==> config.mk <==
export PLATFORM = sky130hd
export DESIGN_NAME = seg_scan_ctrl
export DESIGN_NICKNAME = d
export VERILOG_FILES = /design/src/rtl/seg_scan_ctrl.sv
export SDC_FILE = /design/constraint.sdc
export NUM_CORES = 1
export LEC_CHECK = 0
export CAP_MARGIN = 20
export CORE_AREA = 3 3 126 79
export CTS_BUF_LIST = sky130_fd_sc_hd__clkbuf_4 sky130_fd_sc_hd__clkbuf_8
export DETAILED_ROUTE_END_ITERATION = 7
export DIE_AREA = 0 0 129 82
export SLEW_MARGIN = 20
export SYNTH_ARGS = -nofsm -noshare
export SYNTH_HDL_FRONTEND = slang
export SYNTH_SLANG_ARGS = --single-unit
==> constraint.sdc <==
create_clock -name clk_in -period 2.45 [get_ports clk_in]
set_clock_uncertainty 0.1 [all_clocks]
set_input_delay 0.49 -clock clk_in [delete_from_list [all_inputs] [get_ports clk_in]]
set_output_delay 0.49 -clock clk_in [all_outputs]
set_load 0.01 [all_outputs]
Figure 1. Gate-type map.
Bar = 50 um.
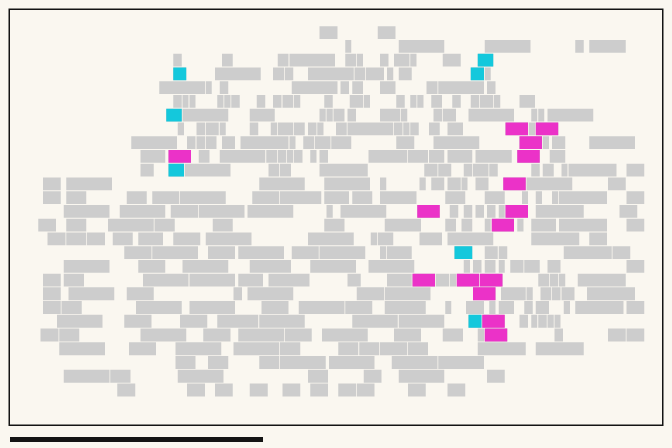
legend:
  cyan:
    family: AND-OR and OR-AND gates
    cells: 7
  magenta:
    family: adder and majority cells
    cells: 15
    most_used: ha_1
    where: east
logic share of the area: 0.376
dominant logic cell type in the layout: dfrtp_1

Figure 2. Placement by cell class.
Bar = 50 um.
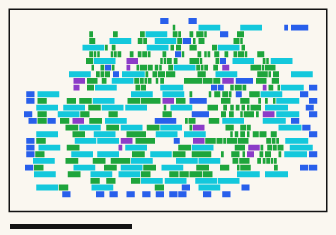
legend:
  green:
    class: all other logic
    cells: 217
  purple:
    class: clock drivers and dummy loads
    cells: 16
  cyan:
    class: flops
    cells: 75
  blue:
    class: other buffers and delay cells
    cells: 50
core area: 8990 um^2
fin util: 0.498
sequential share of cell area: 0.423

Figure 3. Routing congestion.
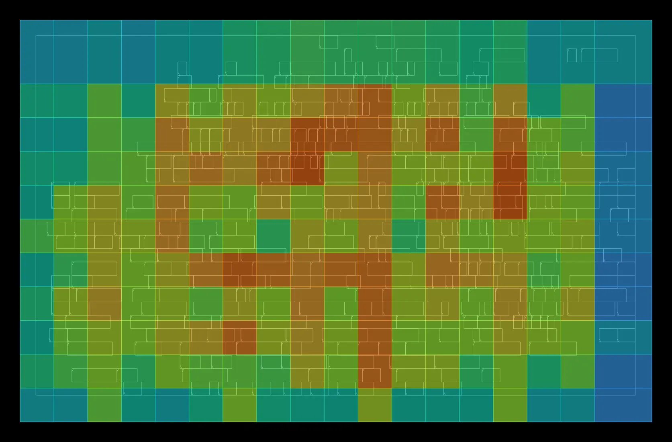
grt met3 use: 0.0461
busiest grt layer: met1
met2 usage: 0.197
WL/cell: 15.4 um

Figure 4. Cell sizes after repair.
Bar = 50 um.
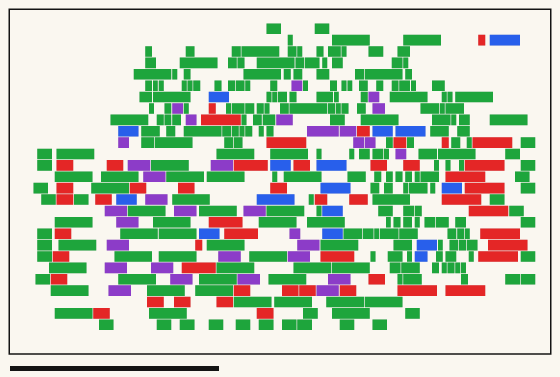
legend:
  red:
    size: drive 2
    cells: 50
  purple:
    size: drive 3 to 4
    cells: 32
  green:
    size: drive 1 or less
    cells: 260
  blue:
    size: drive 6 and up
    cells: 16
synthesis-to-layout area growth: 20.3%
post-route cell area: 4480 um^2
Setup WS post-layout: 75.3 ps

==> impl_metrics.json <==
{
  "outcome": "complete, no violations",
  "swShare": 0.297,
  "max_freq_mhz": 421,
  "yosysUniqueCellTypes": 49,
  "largest_reg_flops": 17,
  "viasPerCell": 5.05,
  "crit_buf_inv": 1,
  "mux_share": 0.182,
  "h-tree-depth": 3,
  "max-slew-margin-rel": 0.676,
  "cts_buffer_depth": 2,
  "warnings": 37,
  "period_needed_ps": 2370,
  "worstSetupPathType": "register to register",
  "drive_gt1_frac": 0.274,
  "hold_class": "input pin to async pin",
  "numCtsBuffers": 9,
  "yosysTopAreaCell": "dfrtp_1",
  "groute.usage.overall": 0.152,
  "drt_iter0_markers": 187,
  "synthXorXnorAreaFrac": 0,
  "preCtsSetupSlack_ps": 46.1,
  "cts_tree": "done",
  "ir_worst_vdd_mv": 0.301,
  "crit_cells": 6,
  "core_util_floorplan": 0.414,
  "combPwrFrac": 0.291,
  "max_slew.worst_pin.slew_ps": 481,
  "ys.flop_type": "dfrtp_1",
  "fa_ha_area_frac": 0.0505,
  "power_uw": 3670,
  "place.port_buffers": 37,
  "hold_violations": 0,
  "p_seq_uw": 1730,
  "gr-usage-met1": 0.240,
  "m1WireLength_um": 3960
}
-- cell type report --
cell class              count  area, um^2
fillers                   814        4510
flip-flops and latches     75        1890
multi-input cells         205        1690
repair buffers             50         531
well taps                 116         145
clock buffers              10         138
inverters                  12        45.0
clock inverters             6        40.0
-- placed cells by master, fill, tap and decap left out, types with 12 or more instances in the layout --
cell type / count
a21oi_1: 14
a31oi_1: 13
clkdlybuf4s50_1: 36
dfrtp_1: 62
dfstp_2: 12
ha_1: 15
inv_1: 12
mux2_2: 24
mux2_4: 19
nand2_1: 26
nor2_1: 17
-- repair_timing --
| action | 4_1_cts | 5_1_grt |
|---|---|---|
| setup buffers | 0 | 0 |
| gates resized | 0 | 1 |
| setup endpoints to repair | 0 | 1 |
